M1 wires:
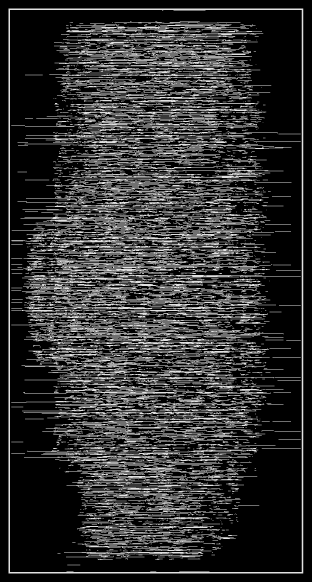
Met2 routing:
The bar under the picture is 100 um long.
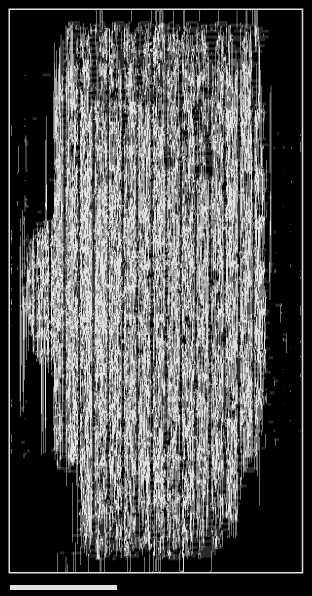
==> config.mk <==
export PLATFORM = sky130hd
export DESIGN_NAME = regfile
export DESIGN_NICKNAME = d
export VERILOG_FILES = /design/src/rtl/regfile_pkg.sv /design/src/rtl/reg_scoreboard.sv /design/src/rtl/regfile.sv
export SDC_FILE = /design/constraint.sdc
export NUM_CORES = 2
export LEC_CHECK = 0
export CORE_ASPECT_RATIO = 2
export CORE_MARGIN = 10
export CORE_UTILIZATION = 45
export CTS_CLUSTER_DIAMETER = 60
export DETAILED_ROUTE_END_ITERATION = 12
export GPL_TIMING_DRIVEN = 0
export HOLD_SLACK_MARGIN = 0.08
export PLACE_DENSITY = 0.65
export REMOVE_ABC_BUFFERS = 1
export SETUP_SLACK_MARGIN = 0.1
export SYNTH_ARGS = -nofsm -noshare
export SYNTH_HDL_FRONTEND = slang
export SYNTH_HIERARCHICAL = 1
export SYNTH_SLANG_ARGS = --single-unit
==> constraint.sdc <==
create_clock -name clk -period 5.8 [get_ports clk]
set_input_delay 1.74 -clock clk [delete_from_list [all_inputs] [get_ports clk]]
set_output_delay 1.74 -clock clk [all_outputs]
set_load 0.02 [all_outputs]
==> src/rtl/regfile_pkg.sv <==
// Shared register-file definitions.
// Holds the address/data widths and register count used by regfile and
// reg_scoreboard, the writeback request struct, and a small helper that
// tells whether an address names a real, writable register (x0 never is).
package regfile_pkg;

  // Sizes are given as MSB indices: a 5-bit address and a 32-bit word.
  localparam int REG_ADDR_SIZE = 4;
  localparam int REG_DATA_SIZE = 31;
  localparam int REG_NUM       = 1 << (REG_ADDR_SIZE + 1);

  typedef logic [REG_ADDR_SIZE:0] reg_addr_t;
  typedef logic [REG_DATA_SIZE:0] reg_data_t;

  // One writeback request per cycle.
  typedef struct packed {
    logic      en;
    reg_addr_t addr;
    reg_data_t data;
  } wb_req_t;

  // x0 is hardwired to zero, so it can neither be written nor be pending.
  function automatic logic addr_live(input reg_addr_t a);
    return a != '0;
  endfunction

endpackage

==> src/rtl/reg_scoreboard.sv <==
// Pending-result scoreboard for the register file.
// One bit per architectural register; a bit is set when decode issues an
// instruction that will write that register and cleared when writeback
// commits it. Bit 0 is never set.
//
// Ports:
//   clk, reset          rising-edge clock, synchronous active-high reset
//   i_set_en/i_set_addr mark a destination pending
//   i_clr_en/i_clr_addr writeback clears a destination
//   i_flush             drop every pending mark (beats a same-edge set)
//   i_lk1_addr/o_lk1_pend, i_lk2_addr/o_lk2_pend
//                       combinational lookups of the registered vector
module reg_scoreboard
  import regfile_pkg::*;
(
  input  logic      clk,
  input  logic      reset,
  input  logic      i_set_en,
  input  reg_addr_t i_set_addr,
  input  logic      i_clr_en,
  input  reg_addr_t i_clr_addr,
  input  logic      i_flush,
  input  reg_addr_t i_lk1_addr,
  output logic      o_lk1_pend,
  input  reg_addr_t i_lk2_addr,
  output logic      o_lk2_pend
);

  logic [REG_NUM-1:0] r_pend;
  logic [REG_NUM-1:0] w_pend_nxt;

  // Clear first, then set: when the same register is both retired and
  // re-issued on one edge, the newer producer keeps it pending.
  always_comb begin
    w_pend_nxt = r_pend;
    if (i_clr_en && addr_live(i_clr_addr)) w_pend_nxt[i_clr_addr] = 1'b0;
    if (i_set_en && addr_live(i_set_addr)) w_pend_nxt[i_set_addr] = 1'b1;
    w_pend_nxt[0] = 1'b0;
  end

  always_ff @(posedge clk) begin
    if (reset || i_flush) r_pend <= '0;
    else                  r_pend <= w_pend_nxt;
  end

  assign o_lk1_pend = r_pend[i_lk1_addr];
  assign o_lk2_pend = r_pend[i_lk2_addr];

endmodule

==> src/rtl/regfile.sv <==
// 32 x 32-bit register file with two combinational read ports, one
// writeback port with same-cycle bypass, and a pending-write scoreboard
// that decode uses to stall on RAW hazards.
//
// Ports:
//   clk, reset                  rising-edge clock, synchronous active-high reset
//   rs1_addr/rs1_data/rs1_busy  read port 1 and its hazard flag
//   rs2_addr/rs2_data/rs2_busy  read port 2 and its hazard flag
//   wr_en/wr_addr/wr_data       writeback port (x0 writes discarded)
//   sb_set_en/sb_set_addr       decode marks a destination pending
//   flush                       drop all pending marks
module regfile
  import regfile_pkg::*;
(
  input  logic                   clk,
  input  logic                   reset,
  input  logic [REG_ADDR_SIZE:0] rs1_addr,
  output logic [REG_DATA_SIZE:0] rs1_data,
  input  logic [REG_ADDR_SIZE:0] rs2_addr,
  output logic [REG_DATA_SIZE:0] rs2_data,
  output logic                   rs1_busy,
  output logic                   rs2_busy,
  input  logic                   wr_en,
  input  logic [REG_ADDR_SIZE:0] wr_addr,
  input  logic [REG_DATA_SIZE:0] wr_data,
  input  logic                   sb_set_en,
  input  logic [REG_ADDR_SIZE:0] sb_set_addr,
  input  logic                   flush
);

  wb_req_t   w_wb;
  logic      w_wr_commit;
  logic      w_byp1, w_byp2;
  logic      w_pend1, w_pend2;
  reg_data_t r_regs [REG_NUM];

  assign w_wb        = '{en: wr_en, addr: wr_addr, data: wr_data};
  assign w_wr_commit = w_wb.en && addr_live(w_wb.addr);

  // Storage. Entry 0 is only ever cleared; reads of x0 are forced to 0
  // below anyway.
  always_ff @(posedge clk) begin
    if (reset) begin
      for (int i = 0; i < REG_NUM; i++) r_regs[i] <= '0;
    end else if (w_wr_commit) begin
      r_regs[w_wb.addr] <= w_wb.data;
    end
  end

`ifdef SIMULATE
  always @(posedge clk) begin
    if (!reset && w_wr_commit)
      $display("%0t regfile write x%0d = 0x%08h", $time, w_wb.addr, w_wb.data);
  end
`endif

  // A same-cycle write to the addressed register is forwarded, so the
  // consumer never has to wait an extra cycle for writeback.
  assign w_byp1 = w_wr_commit && (w_wb.addr == rs1_addr);
  assign w_byp2 = w_wr_commit && (w_wb.addr == rs2_addr);

  // While reset is asserted the array may not be cleared yet, so the
  // stored path is masked; bypass still forwards the live write.
  always_comb begin
    rs1_data = '0;
    if (w_byp1)                               rs1_data = w_wb.data;
    else if (!reset && addr_live(rs1_addr))   rs1_data = r_regs[rs1_addr];
  end

  always_comb begin
    rs2_data = '0;
    if (w_byp2)                               rs2_data = w_wb.data;
    else if (!reset && addr_live(rs2_addr))   rs2_data = r_regs[rs2_addr];
  end

  reg_scoreboard u_sb (
    .clk        (clk),
    .reset      (reset),
    .i_set_en   (sb_set_en),
    .i_set_addr (sb_set_addr),
    .i_clr_en   (w_wr_commit),
    .i_clr_addr (w_wb.addr),
    .i_flush    (flush),
    .i_lk1_addr (rs1_addr),
    .o_lk1_pend (w_pend1),
    .i_lk2_addr (rs2_addr),
    .o_lk2_pend (w_pend2)
  );

  // A write landing this cycle resolves the hazard through the bypass.
  // The scoreboard never holds bit 0, so x0 is never busy.
  assign rs1_busy = !reset && w_pend1 && !w_byp1;
  assign rs2_busy = !reset && w_pend2 && !w_byp2;

endmodule

==> Changelog: implementation <==
## Implementation

* Max-slew violations at 0
* Crit path cell chain: buf_16 -> buf_16 -> buf_16 -> buf_16 -> mux4_2 -> mux2_4 -> o211ai_1 -> nand3_1 -> buf_6
* Hold Vio Cnt, Final at 0
* Log Warnings at 28
* Final tally of setup violations at 4
* Final Total Pwr at 0.0183 W
* Cell Area, Synth at 57200 sq um
* Worst r2r dst: u_sb/r_pend[11]$_SDFF_PP0_
* Worst Hold End: u_sb/r_pend[30]$_SDFF_PP0_
* DP HPWL at 129 mm
* Largest delay share family, worst path: multiplexers
* Clock buffers at 119
* Ys Warns at 6
* Largest stage delay, worst path at 0.54 ns
* AND/OR/NAND/NOR Cells, Area Fraction at 0.136
* Vias at 41700
* Core area at 127000 sq um
* Final period utilization at 1.01
* Relative slew margins at 0.0442
* Root Buffer: clkbuf_16
* Via/cell ratio at 7.00
* RSZ-0062 raised after global routing: yes
* CTS Buf Count at 95
* Synthesized registers at 1055
* XOR/XNOR Fraction of Synth Area at 0.00153
* Placed Area at 62500 sq um
* GRT Total Usage at 0.333
* Slowest cell on crit path: o211ai_1
* Top cell excl fill/tap: edfxtp_1
* Outcome: finished with violations
* R2r setup slk at 5.10 ns
* Fraction of layout instances using a drive strength above 1 at 0.295
* Seq cells at 1055
* Largest net degree at the start of global routing at 62
* Setup Buffers After CTS at 98
* Data buffer area share at 0.116
* CTS tree: built
* Critical path data arrival time at 4.13 ns
* RR Startpoint: u_sb/r_pend[11]$_SDFF_PP0_
* Startpoint type of the worst setup path: input pin
* Seq/total area at 0.451
* Drt drc at 0
* Non-Filler Instances at 5953
* Post-route minimum period at 5.87 ns
* Routed wl met3 at 30.1 mm
* Diode count at 23
* YS chip area at 57200 sq um
* Yosys cell count at 3953
* First-pass GRT wire length at 327 mm
* Routability cong. at 0.807
* Crit path buf inv count at 5
* Final WS setup at -0.0734 ns
* Initial antenna violation count at 23
* Std cell rows at 185
* Invs w/o clock at 4
* Port bufs at 122
* Starting DRT DRC Count at 6900
* Tap cells at 1683
* Worst hold-check path type: reg -> reg
* Io pins at 123
* Leak at 24.8 nW
* Combinational gate area at 24900 sq um
* Top layer in use: met5
* Wirelength per Cell at 40.5 um
* Final instance area at 69500 sq um
* Initial Util at 0.452
* Failing checks: negative setup slack
* Worst Setup End Kind: output pin
* Post-cts resize count at 338
* ClkCell Share at 0.0434
Back to the opening pictures, 'M1 wires':
4095 nets have wire on it. The wires run mostly horizontal. The layer holds 31% of the routed length. The longest straight run is 75.9 um. The layer carries 74.4 mm of wire.

Back to the opening pictures, 'met2 routing':
The layer holds 46% of the routed length. The longest straight run is 175 um. The layer carries 111 mm of wire. 3684 nets have wire on it.

==> cells in the mapped netlist, drive strengths merged, types with 4 or more instances <==
cell type	number	area (sq um)
a211oi	34	255
nand3b	7	52.6
o2111ai	4	35.0
clkbuf	284	1070
o221ai	31	272
nand2	185	694
nor2b	9	56.3
nand2b	15	93.8
o22ai	32	200
mux4	455	10300
and2	994	6220
mux2	93	1050
a221o	21	210
buf	137	811
inv	4	15.0
nand3	45	225
xnor2	5	43.8
a22oi	37	278
xor2	5	43.8
dfxtp	31	621
or2	12	75.1
a32o	35	350
edfxtp	1024	30700
a21oi	47	235
nor2	41	154
o21ai	51	255
mux2i	212	2120
nor3	16	80.1
o211ai	62	465
or3	4	25.0
==> per-layer routing <==
layer  GRT usage  vias to the layer above
met5     0.00444                        -
met4       0.286                        8
met3       0.105                     1311
met2       0.522                     3733
met1       0.363                    21000
li1            -                    15600
==> where the power goes <==
group          total, W  internal [W]  leakage, nW  switching (W)
sequential      0.00898       0.00876         10.0       0.000224
clock           0.00640       0.00340         1.46        0.00300
combinational   0.00295       0.00133         13.3        0.00162
total            0.0183        0.0135         24.8        0.00484
==> worst max-delay path by stage <==
stage               depth (start not counted)  slack, ns            to
CTS                                         9      -0.07  rs1_data[21]
detailed placement                          7      -2.60  rs1_data[21]
global route                                8      -0.05  rs1_data[17]
global placement                            6     -21.91  rs2_data[27]
finish                                      9      -0.07  rs1_data[21]
floorplan                                   4      -0.38  rs2_data[30]
==> worst reg2reg max path, delay by kind of cell, from the launching register on <==
family	cells	cell delay, ns
flops	1	0.36
compound gates	2	0.27
==> state kept, by name, summed over array words and instances (netlist names) <==
| signal | count |
|---|---|
| r_regs | 1024 |
| u_sb/r_pend | 31 |
No activity file was given, so power comes from the tool's default toggle rates.
